<file path="config.mk">
export PLATFORM = sky130hd
export DESIGN_NAME = scan_decoder
export DESIGN_NICKNAME = d
export VERILOG_FILES = /design/src/rtl/scan_decoder_pkg.sv /design/src/rtl/onehot_decoder.sv /design/src/rtl/scan_decoder.sv
export SDC_FILE = /design/constraint.sdc
export NUM_CORES = 1
export LEC_CHECK = 0
export CAP_MARGIN = 40
export CORE_MARGIN = 1.5
export CORE_UTILIZATION = 51
export DETAILED_ROUTE_END_ITERATION = 10
export PLACE_DENSITY_LB_ADDON = 0.3
export SLEW_MARGIN = 20
export SYNTH_ARGS = -nofsm -noshare
export SYNTH_HDL_FRONTEND = slang
export SYNTH_SLANG_ARGS = --single-unit
</file>
<file path="constraint.sdc">
create_clock -name clk -period 3.73 [get_ports clk]
set_clock_uncertainty 0.05 [all_clocks]
set_input_delay 0.5595 -clock clk [delete_from_list [all_inputs] [get_ports clk]]
set_output_delay 0.5595 -clock clk [all_outputs]
set_load 0.005 [all_outputs]
</file>
<file path="src/rtl/scan_decoder_pkg.sv">
// scan_decoder_pkg: shared state type, hold-counter sizing and one-hot helper
package scan_decoder_pkg;
  typedef enum logic [1:0] {IDLE, DIRECT, SCAN} state_t;
  localparam int MAX_N = 8;
  function automatic int cnt_w(input int hold);
    return hold > 1 ? $clog2(hold) : 1;
  endfunction
  function automatic logic [2**MAX_N-1:0] onehot(input logic [MAX_N-1:0] i);
    return {{(2**MAX_N-1){1'b0}}, 1'b1} << i;
  endfunction
endpackage

</file>
<file path="src/rtl/onehot_decoder.sv">
// onehot_decoder: combinational N-to-2^N one-hot decode, all-zero when disabled
module onehot_decoder #(
  parameter int N = 3
) (
  input  logic           en,
  input  logic [N-1:0]   idx,
  output logic [2**N-1:0] y
);
  localparam int M = 2**N;
  assign y = en ? M'(1) << idx : '0;
endmodule

</file>
<file path="src/rtl/scan_decoder.sv">
// scan_decoder: registered one-hot decoder with handshake-loaded direct mode and self-sequencing scan mode
module scan_decoder
  import scan_decoder_pkg::*;
#(
  parameter int N    = 3,
  parameter int HOLD = 4
) (
  input  logic           clk,
  input  logic           rst,
  input  logic           en,
  input  logic           mode,
  input  logic           sel_valid,
  input  logic [N-1:0]   sel,
  output logic           sel_ready,
  output logic [2**N-1:0] y,
  output logic [N-1:0]   idx,
  output logic           wrap
);
  localparam int M  = 2**N;
  localparam int CW = cnt_w(HOLD);
  state_t state, state_n;
  logic [N-1:0] idx_n;
  logic [CW-1:0] cnt, cnt_n;
  logic [M-1:0] y_n;
  logic wrap_n, acc, last;
  assign sel_ready = ~mode & ~rst;
  assign acc = sel_valid & sel_ready;
  assign last = cnt == CW'(HOLD - 1);
  // a mode change in SCAN takes priority over a same-cycle accept
  always_comb begin
    state_n = state;
    idx_n = idx;
    cnt_n = cnt;
    wrap_n = 1'b0;
    if (!en) idx_n = (acc && state != SCAN) ? sel : idx;
    else if (state == SCAN) begin
      if (!mode) begin
        state_n = DIRECT;
        cnt_n = '0;
      end else begin
        cnt_n = last ? '0 : cnt + 1'b1;
        idx_n = last ? idx + 1'b1 : idx;
        wrap_n = last && &idx;
      end
    end else if (mode) begin
      state_n = SCAN;
      cnt_n = '0;
      idx_n = state == IDLE ? '0 : idx;
    end else if (acc) begin
      state_n = DIRECT;
      idx_n = sel;
    end
  end
  onehot_decoder #(.N(N)) u_dec (.en(en && state_n != IDLE), .idx(idx_n), .y(y_n));
  always_ff @(posedge clk) begin
    if (rst) begin
      state <= IDLE;
      idx <= '0;
      cnt <= '0;
      y <= '0;
      wrap <= 1'b0;
    end else begin
      state <= state_n;
      idx <= idx_n;
      cnt <= cnt_n;
      y <= y_n;
      wrap <= wrap_n;
    end
  end
endmodule

</file>
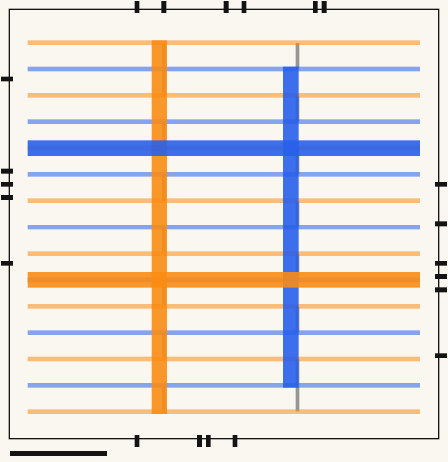
*Power grid*
Bar = 10 um. Pins as bars on the die edge. Tap cells in gray.
| color | net |
|---|---|
| orange | VSS |
| blue | VDD |
met1 rails: 15
tap cells: 16
rows: 14
met5 straps: 2

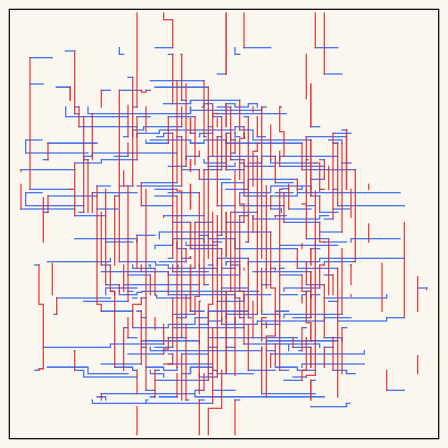
*Metal layers overlaid*
Two of the layers only.
| color | layer | wire length |
|---|---|---|
| red | metal 2 | 1,020 um |
| blue | metal 1 | 944 um |

synth_stat cells (2+ instances only):
master	number	area, um^2
inv_1	4	15.01
clkbuf_1	3	11.26
nand4_1	2	12.51
a211oi_1	3	22.52
nand3_1	3	15.01
mux2i_1	2	20.02
nand2_1	7	26.28
nor3b_1	2	15.01
o31ai_1	2	15.01
ha_1	3	37.54
dfxtp_1	16	320.3
nor3_1	4	20.02
o21ai_0	6	30.03
a21oi_1	3	15.01
nor2_1	16	60.06
a22oi_1	3	22.52
and3_1	2	12.51
nand2b_1	3	18.77
worst register-to-register path, cell delays in order, from the launching register on:
cell and delay (ps):
dfxtp_1 550, ha_1 300, and3_1 180, a211oi_1 370
o21ai_1 160, o22a_1 260, nor2_1 120
through the flow:
step	utilization [%]	instance area [um^2]	instances	hold WS, ps
2_1_floorplan	-	864.6	104	385.6
3_3_place_gp	69.64	1074	137	399.0
3_5_place_dp	69.64	1074	137	415.8
4_1_cts	72.00	1110	141	464.6
5_1_grt	72.00	1110	141	493.2
6_report	72.00	1110	141	477.7
sequential cells by signal, indices dropped and copies added, names as in the netlist:
signal and flops:
wrap 1, cnt 2, y 8, idx 3, state 2
worst max path at each step:
stage / start / slack (ps) / to
4_1_cts: rst / 1210 / sel_ready
2_1_floorplan: rst / 1860 / idx[1]$_SDFF_PP0_
6_report: mode / 1190 / sel_ready
3_3_place_gp: mode / 1060 / idx[1]$_SDFF_PP0_
5_1_grt: rst / 1140 / sel_ready
3_5_place_dp: rst / 970 / idx[1]$_SDFF_PP0_
power groups by stage:
stage          combinational (uW)  clock [uW]  sequential, uW
3_3_place_gp                 64.0           0             186
2_1_floorplan                39.3           0             185
5_1_grt                      73.6         127             184
4_1_cts                      66.4         120             183
3_5_place_dp                 65.9           0             187
6_report                     67.2         120             183
==> run notes <==
run metrics: status=finished clean, routed wl met3=168 um, Die Width=44.18 um, met1 usage=31.71%, GR Layer Usage met3=6.122%, Avg Inst Size Synth=8.313 um^2, Startpoint Class=primary input, MI comb cells=81, final net count=137, Pwr Total=between 300 and 400 uW, Worst path depth=3, flip-flops=16, Logic pwr share=18.1%, Commonest flop=dfxtp_1, largest net degree at the start of global routing=18, Clock transition at path regs=100 ps, I/O pin total=21, Signal buffers=20, relative max-transition margin=between 60% and 70%, Pleak=0.0004297 uW, synthesized instance count=104, clkbuf count=4, FFs w/ async S/R, synth=0%, worst skew pair latency=~300 ps, worst reg2reg endpoint=y[4]$_SDFF_PP0_, largest class=multi-input combinational cells, Pwr Density=333.8 nW/um^2, WL/cell=15.62 um, Signal buf overhead=18.04%, Synth Area in Adders=4.342%, gr busiest metal=met2, maximum VDD drop=0.0002565 V, fin worst setup slack=about 1200 ps, PortBufs=20, Final Setup Violations=0, ClkCell Share=3.269%, crit path max fanout=17
Power and IR drop assume default switching activity.
